==> config.mk <==
export PLATFORM = sky130hd
export DESIGN_NAME = ex_sequencer
export DESIGN_NICKNAME = d
export VERILOG_FILES = /design/src/rtl/ex_sequencer.sv
export SDC_FILE = /design/constraint.sdc
export NUM_CORES = 1
export LEC_CHECK = 0
export CAP_MARGIN = 15
export CORE_MARGIN = 3
export CORE_UTILIZATION = 60
export CTS_CLUSTER_SIZE = 20
export DETAILED_ROUTE_END_ITERATION = 16
export PLACE_DENSITY = 0.84
export SETUP_SLACK_MARGIN = 0.05
export SLEW_MARGIN = 20
export SYNTH_ARGS = -nofsm -noshare
export SYNTH_HDL_FRONTEND = slang
export SYNTH_SLANG_ARGS = --single-unit
==> constraint.sdc <==
create_clock -name clk -period 13.2 [get_ports clk]
set_input_delay 2.64 -clock clk [delete_from_list [all_inputs] [get_ports clk]]
set_output_delay 2.64 -clock clk [all_outputs]
set_load 0.01 [all_outputs]
run_1/gate_families.png
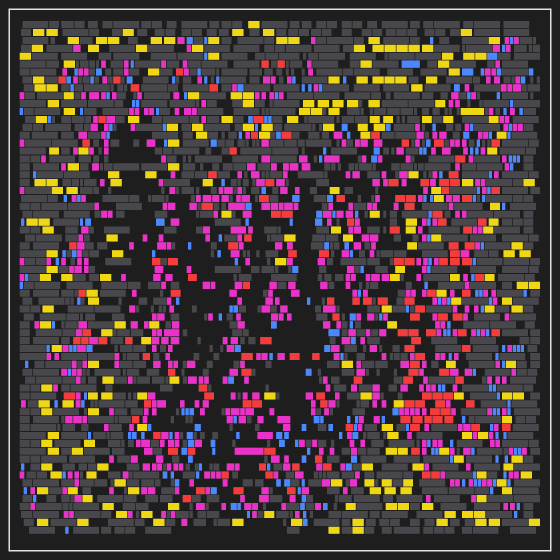
Key: inverting AOI/OAI gates = magenta [cells 559, where spread over the die]; multiplexers = yellow [cells 236, where spread over the die]; AND-OR and OR-AND gates = red [cells 145]; NAND gates = blue [cells 275, where spread over the die]
dominant logic cell type in the layout: sky130_fd_sc_hd__dfrtp_1
fraction of area in multi-input gates: 53.3%
non-filler cells in the finished layout: 2725

run_1/drive_strength.png
Bar = 50 µm.
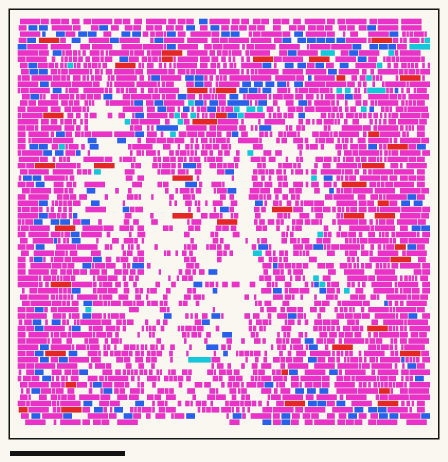
Key: drive 6 and up = red [cells 42, share 1.8%]; drive 2 = blue [cells 204, share 8.8%]; drive 1 or less = magenta [cells 2044, share 88%]; drive 3 to 4 = cyan [cells 32, share 1.4%]
min setup slack post-route: 7.90 ns
Area Growth Syn to Fin: 17.5%
post-route design area: 0.0228 mm²
Non-CTS buffers: 245

run_1/final_clocks.png
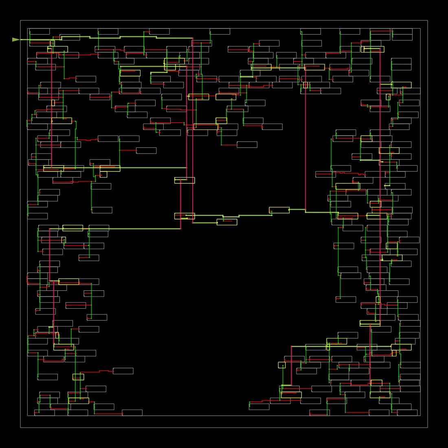
final worst clock skew: 0.0157 ns
worst-skew pair later-pin latency: 0.55 ns
TritonCTS Buffers: 28
number of flip-flops and latches: 255

==> reports/qor_table.md, run 1 <==
| Result | Reported |
|---|---|
| Run status | finished, final reports clean |
| Delay-heaviest family, CP | AND-OR/OR-AND gates |
| Number of synthesized register bits | 255 |
| Required time worst endpoint | 13.68 ns |
| Total via count after detailed routing | 18558 |
| 1st-pass router iterations | 6 |
| Adder and majority cell fraction of the synthesized area | 10.1% |
| Pin count of the biggest net entering global routing | 122 |
| Top achievable clock speed | 0.189 GHz |
| Number of OpenROAD warnings | 117 |
| Iteration-0 DRC Markers | 2287 |
| Compound-gate portion of the synthesized area | 24.1% |
| Area of the die | 0.0346 mm² |
| Most used cell along the critical path | sky130_fd_sc_hd__a21oi_1 |
| RSZ-0062 raised after global routing | false |
| Number of rows in the core area | 65 |
| Placer congestion estimate | 0.962 |
| Total wire length | 67.1 mm |
| Final Hold Fails | 0 |
| Worst hold path stage count | 2 |
| Startpoint-to-endpoint class of the critical path | reg -> reg |
| Vias in the first global route | 18030 |
| Via-to-Cell Ratio | 6.81 |
| Fraction of the yosys area taken by sequential cells | 32.9% |
| Post-CTS setup-driven buffer insertion count | 0 |
| Post-Synth XOR/XNOR Area | 2.12% |
| Number of warning messages in the yosys log | 0 |
| Commonest flop | sky130_fd_sc_hd__dfrtp_1 |
| Placeable core area | 0.0317 mm² |
| Number of cells traversed by the worst register-to-register path | 15 |
| Total nets after synthesis | 2460 |
| Floorplan-stage core utilization | 61.2% |
| Crit path buffers/inverters | 2 |
| Number of nets in the final layout | 2602 |
| Setup slack of the worst register-to-register path | 7.90 ns |
| Main area contributors after synthesis | sky130_fd_sc_hd__dfrtp_1, sky130_fd_sc_hd__ha_1, sky130_fd_sc_hd__mux2_2 |
| Mean instance size in the synthesized netlist | 8.99 µm² |
| Delay of the slowest critical-path stage | 0.59 ns |
| Number of placed cells counting well taps | 2673 |
| Chip area estimate from yosys synthesis | 0.0194 mm² |
| Total negative setup slack | 0 ns |
| MUX share of area | 13.2% |
| Share of async-settable or async-resettable flops after synthesis | 100% |
run 1: cell usage in the layout (no fill, tap or decap), types with 9 or more instances in the layout:
| cell type | synthesis | layout |
|---|---|---|
| sky130_fd_sc_hd__inv_1 | 107 | 106 |
| sky130_fd_sc_hd__nor3_1 | 33 | 32 |
| sky130_fd_sc_hd__a221o_1 | 47 | 47 |
| sky130_fd_sc_hd__a21o_1 | 27 | 27 |
| sky130_fd_sc_hd__nand2_1 | 204 | 203 |
| sky130_fd_sc_hd__o22ai_1 | 18 | 18 |
| sky130_fd_sc_hd__clkbuf_16 | 0 | 29 |
| sky130_fd_sc_hd__nand2b_1 | 23 | 23 |
| sky130_fd_sc_hd__mux2_2 | 165 | 165 |
| sky130_fd_sc_hd__xor2_1 | 13 | 13 |
| sky130_fd_sc_hd__o21ai_0 | 191 | 191 |
| sky130_fd_sc_hd__o21a_1 | 10 | 10 |
| sky130_fd_sc_hd__a22o_1 | 31 | 31 |
| sky130_fd_sc_hd__nor4_1 | 10 | 10 |
| sky130_fd_sc_hd__and2_1 | 9 | 9 |
| sky130_fd_sc_hd__clkdlybuf4s50_1 | 0 | 218 |
| sky130_fd_sc_hd__nand3_1 | 31 | 29 |
| sky130_fd_sc_hd__a22oi_1 | 19 | 19 |
| sky130_fd_sc_hd__a211oi_1 | 21 | 21 |
| sky130_fd_sc_hd__a221oi_1 | 17 | 17 |
| sky130_fd_sc_hd__dfrtp_1 | 255 | 253 |
| sky130_fd_sc_hd__a21oi_1 | 178 | 177 |
| sky130_fd_sc_hd__o221ai_1 | 9 | 9 |
| sky130_fd_sc_hd__ha_1 | 152 | 151 |
| sky130_fd_sc_hd__nor2_1 | 111 | 110 |
| sky130_fd_sc_hd__nand4_1 | 11 | 11 |
| sky130_fd_sc_hd__o211ai_1 | 15 | 15 |
| sky130_fd_sc_hd__or3_1 | 12 | 12 |
| sky130_fd_sc_hd__nor2b_1 | 27 | 26 |
| sky130_fd_sc_hd__mux2i_1 | 71 | 70 |
| sky130_fd_sc_hd__a31oi_1 | 16 | 16 |
| sky130_fd_sc_hd__xnor2_1 | 34 | 34 |
| sky130_fd_sc_hd__o31ai_1 | 19 | 19 |
| sky130_fd_sc_hd__or4_1 | 9 | 9 |
| sky130_fd_sc_hd__buf_4 | 6 | 25 |
run 1: cell type report:
type | count | area, µm²
well taps | 402 | 503
repair buffers | 245 | 2410
fillers | 2307 | 8900
clock inverters | 10 | 108
multi-input cells | 1662 | 12200
inverters | 110 | 420
diodes | 1 | 2.50
clock buffers | 40 | 837
flip-flops and latches | 255 | 6380
run 1: metal layers:
metal	track usage [%]	routed length (µm)
met1	48.8	26300
met2	61.7	30800
met3	6.39	6330
met4	17.1	3720
met5	0	15
==> run 1 -> run 2 <==
--- a/config.mk
+++ b/config.mk
@@ -7,10 +7,10 @@
 export LEC_CHECK = 0
 export CAP_MARGIN = 15
 export CORE_MARGIN = 3
-export CORE_UTILIZATION = 60
+export CORE_UTILIZATION = 52
 export CTS_CLUSTER_SIZE = 20
 export DETAILED_ROUTE_END_ITERATION = 16
-export PLACE_DENSITY = 0.84
+export PLACE_DENSITY = 0.78
 export SETUP_SLACK_MARGIN = 0.05
 export SLEW_MARGIN = 20
 export SYNTH_ARGS = -nofsm -noshare
==> constraint.sdc (replaced) <==
create_clock -name clk -period 4.4 [get_ports clk]
set_input_delay 0.88 -clock clk [delete_from_list [all_inputs] [get_ports clk]]
set_output_delay 0.88 -clock clk [all_outputs]
set_load 0.01 [all_outputs]
run_2/gate_families.png
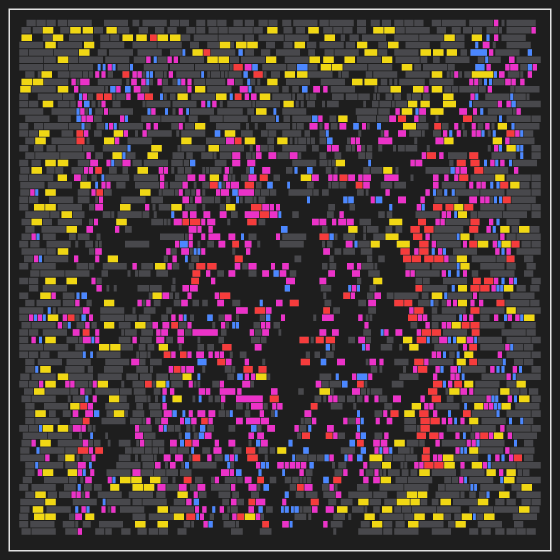
Key: multiplexers = yellow [cells 236, where spread over the die]; inverting AOI/OAI gates = magenta [cells 559, where spread over the die]; NAND gates = blue [cells 275, where spread over the die]; AND-OR and OR-AND gates = red [cells 145]
fraction of area in multi-input gates: 50.8%
non-filler cells in the finished layout: 2930

run_2/drive_strength.png
Bar = 50 µm.
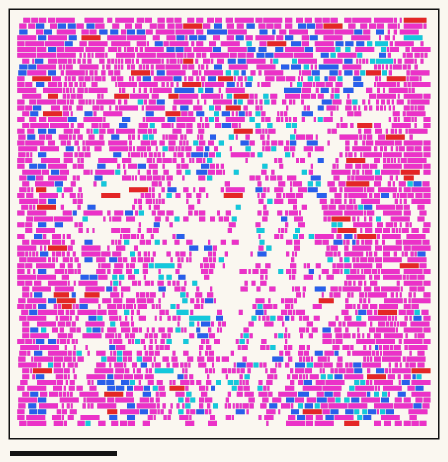
Key: drive 6 and up = red [cells 50, share 2.0%]; drive 2 = blue [cells 236, share 9.6%]; drive 1 or less = magenta [cells 2010, share 82%]; drive 3 to 4 = cyan [cells 166, share 6.7%]
min setup slack post-route: 0.199 ns
post-route design area: 0.0242 mm²
Non-CTS buffers: 385

==> reports/qor_table.md, run 2 <==
| Result | Reported | Delta |
|---|---|---|
| Run status | finished, final reports clean | unchanged |
| Placer congestion estimate | 1.03 | was 0.962 |
| Largest fanout on the critical path | 11 | was 17 |
| 1st-pass router iterations | 5 | was 6 |
| Pin count of the biggest net entering global routing | 117 | was 122 |
| Share of async-settable or async-resettable flops after synthesis | 100% | unchanged |
| Total negative setup slack | 0 ns | unchanged |
| Fraction of the yosys area taken by sequential cells | 32.9% | unchanged |
| Placeable core area | 0.0367 mm² | was 0.0317 mm² |
| Worst hold path stage count | 2 | unchanged |
| Area fraction of the dominant cell type after synthesis | 32.9% | unchanged |
| Via-to-Cell Ratio | 6.42 | was 6.81 |
| Setup slack of the worst register-to-register path | 0.20 ns | was 7.90 ns |
| Iteration-0 DRC Markers | 1348 | was 2287 |
| Area Growth Syn to Fin | 24.7% | was 17.5% |
| Critical path capture point type | flip-flop | unchanged |
| Total wire length | 71.9 mm | was 67.1 mm |
| Cts hold-fix bufs | 0 | unchanged |
| Vias in the first global route | 18377 | was 18030 |
| Number of warning messages in the yosys log | 0 | unchanged |
| Number of top-level pins | 219 | unchanged |
| Dominant logic cell type in the layout | sky130_fd_sc_hd__dfrtp_1 | unchanged |
| Commonest non-fill, non-tap cells in the layout | sky130_fd_sc_hd__dfrtp_1, sky130_fd_sc_hd__clkdlybuf4s50_1, sky130_fd_sc_hd__nand2_1, sky130_fd_sc_hd__o21ai_0, sky130_fd_sc_hd__a21oi_1 | unchanged |
| Number of cells traversed by the worst register-to-register path | 13 | was 15 |
| Area of the die | 0.0397 mm² | was 0.0346 mm² |
| Total via count after detailed routing | 18800 | was 18558 |
| Number of rows in the core area | 70 | was 65 |
| Total nets after synthesis | 2460 | unchanged |
| Die Y-Extent | 199 µm | was 186 µm |
| Chip area estimate from yosys synthesis | 0.0194 mm² | unchanged |
| Delay of the slowest critical-path stage | 0.61 ns | was 0.59 ns |
| Worst-skew pair later-pin latency | 0.56 ns | was 0.55 ns |
| Final Hold Fails | 0 | unchanged |
| Main area contributors after synthesis | sky130_fd_sc_hd__dfrtp_1, sky130_fd_sc_hd__ha_1, sky130_fd_sc_hd__mux2_2 | unchanged |
| TritonCTS Buffers | 28 | unchanged |
| Startpoint-to-endpoint class of the critical path | reg -> reg | unchanged |
| Top achievable clock speed | 0.238 GHz | was 0.189 GHz |
| Floorplan-stage core utilization | 52.9% | was 61.2% |
| Mean instance size in the synthesized netlist | 8.99 µm² | unchanged |
| Post-synthesis cell area | 0.0194 mm² | unchanged |
| Minimum setup slack after placement | -0.102 ns | was 7.51 ns |
| Number of OpenROAD warnings | 115 | was 117 |
| Number of synthesized register bits | 255 | unchanged |
| Required time worst endpoint | 4.90 ns | was 13.68 ns |
| Final worst clock skew | 0.0159 ns | was 0.0157 ns |
==> run 2: cell families (layout without fill, tap and decap cells) <==
kind of cell / count (synthesis) / after routing / synth area share, %
muxes: 236 / 236 / 13.2
buffers and inverters: 243 / 545 / 4.93
xor gates and xnor gates: 47 / 47 / 2.12
adders and majority gates: 155 / 155 / 10.1
DFF: 255 / 255 / 32.9
AOI/OAI and AO/OA: 704 / 704 / 24.1
and+or+nand+nor: 520 / 520 / 12.7
==> run 2: routing by layer <==
metal | global-route usage (%) | part of all wire [%] | vias to the layer above
met1 | 48.6 | 42 | 9191
met3 | 6.09 | 8.4 | 164
met4 | 12.2 | 4.1 | 4
met2 | 56.9 | 46 | 940
li1 | - | - | 8501
met5 | 0 | 0.038 | -
==> run 2: critical path: cells and delay by family (launching register included) <==
kind	cells	cell delay, ns
AOI/OAI and AO/OA	5	1.14
xor gates and xnor gates	1	0.16
adders and majority gates	1	0.43
and+or+nand+nor	4	1.41
muxes	1	0.31
DFF	1	0.49
buffers and inverters	1	0.18
==> run 2: what timing repair did <==
action | in CTS | in global routing
pin swaps | 0 | 7
resized | 3 | 38
endpoints found under the setup margin | 6 | 12
cloned | 0 | 0
buffers inserted | 0 | 3
==> run 2: layout make-up <==
| class | instances | area [µm²] |
|---|---|---|
| sequential | 255 | 6380 |
| multi-input combinational | 1662 | 12300 |
| inverter | 110 | 417 |
| clock inverter | 11 | 111 |
| timing repair buffer | 385 | 3590 |
| clock buffer | 39 | 833 |
| tap | 468 | 586 |
| fill | 3003 | 12500 |
==> run 2: through the flow <==
stage               cells  util (%)  hold slack (ns)  cell area (µm²)
CTS                  2927      65.6            0.484            24100
global placement     2877      62.9            0.464            23100
floorplan            2160         -            0.449            19400
global route         2930      66.0            0.509            24200
detailed placement   2877      62.9            0.470            23100
finish               2930      66.0            0.479            24200
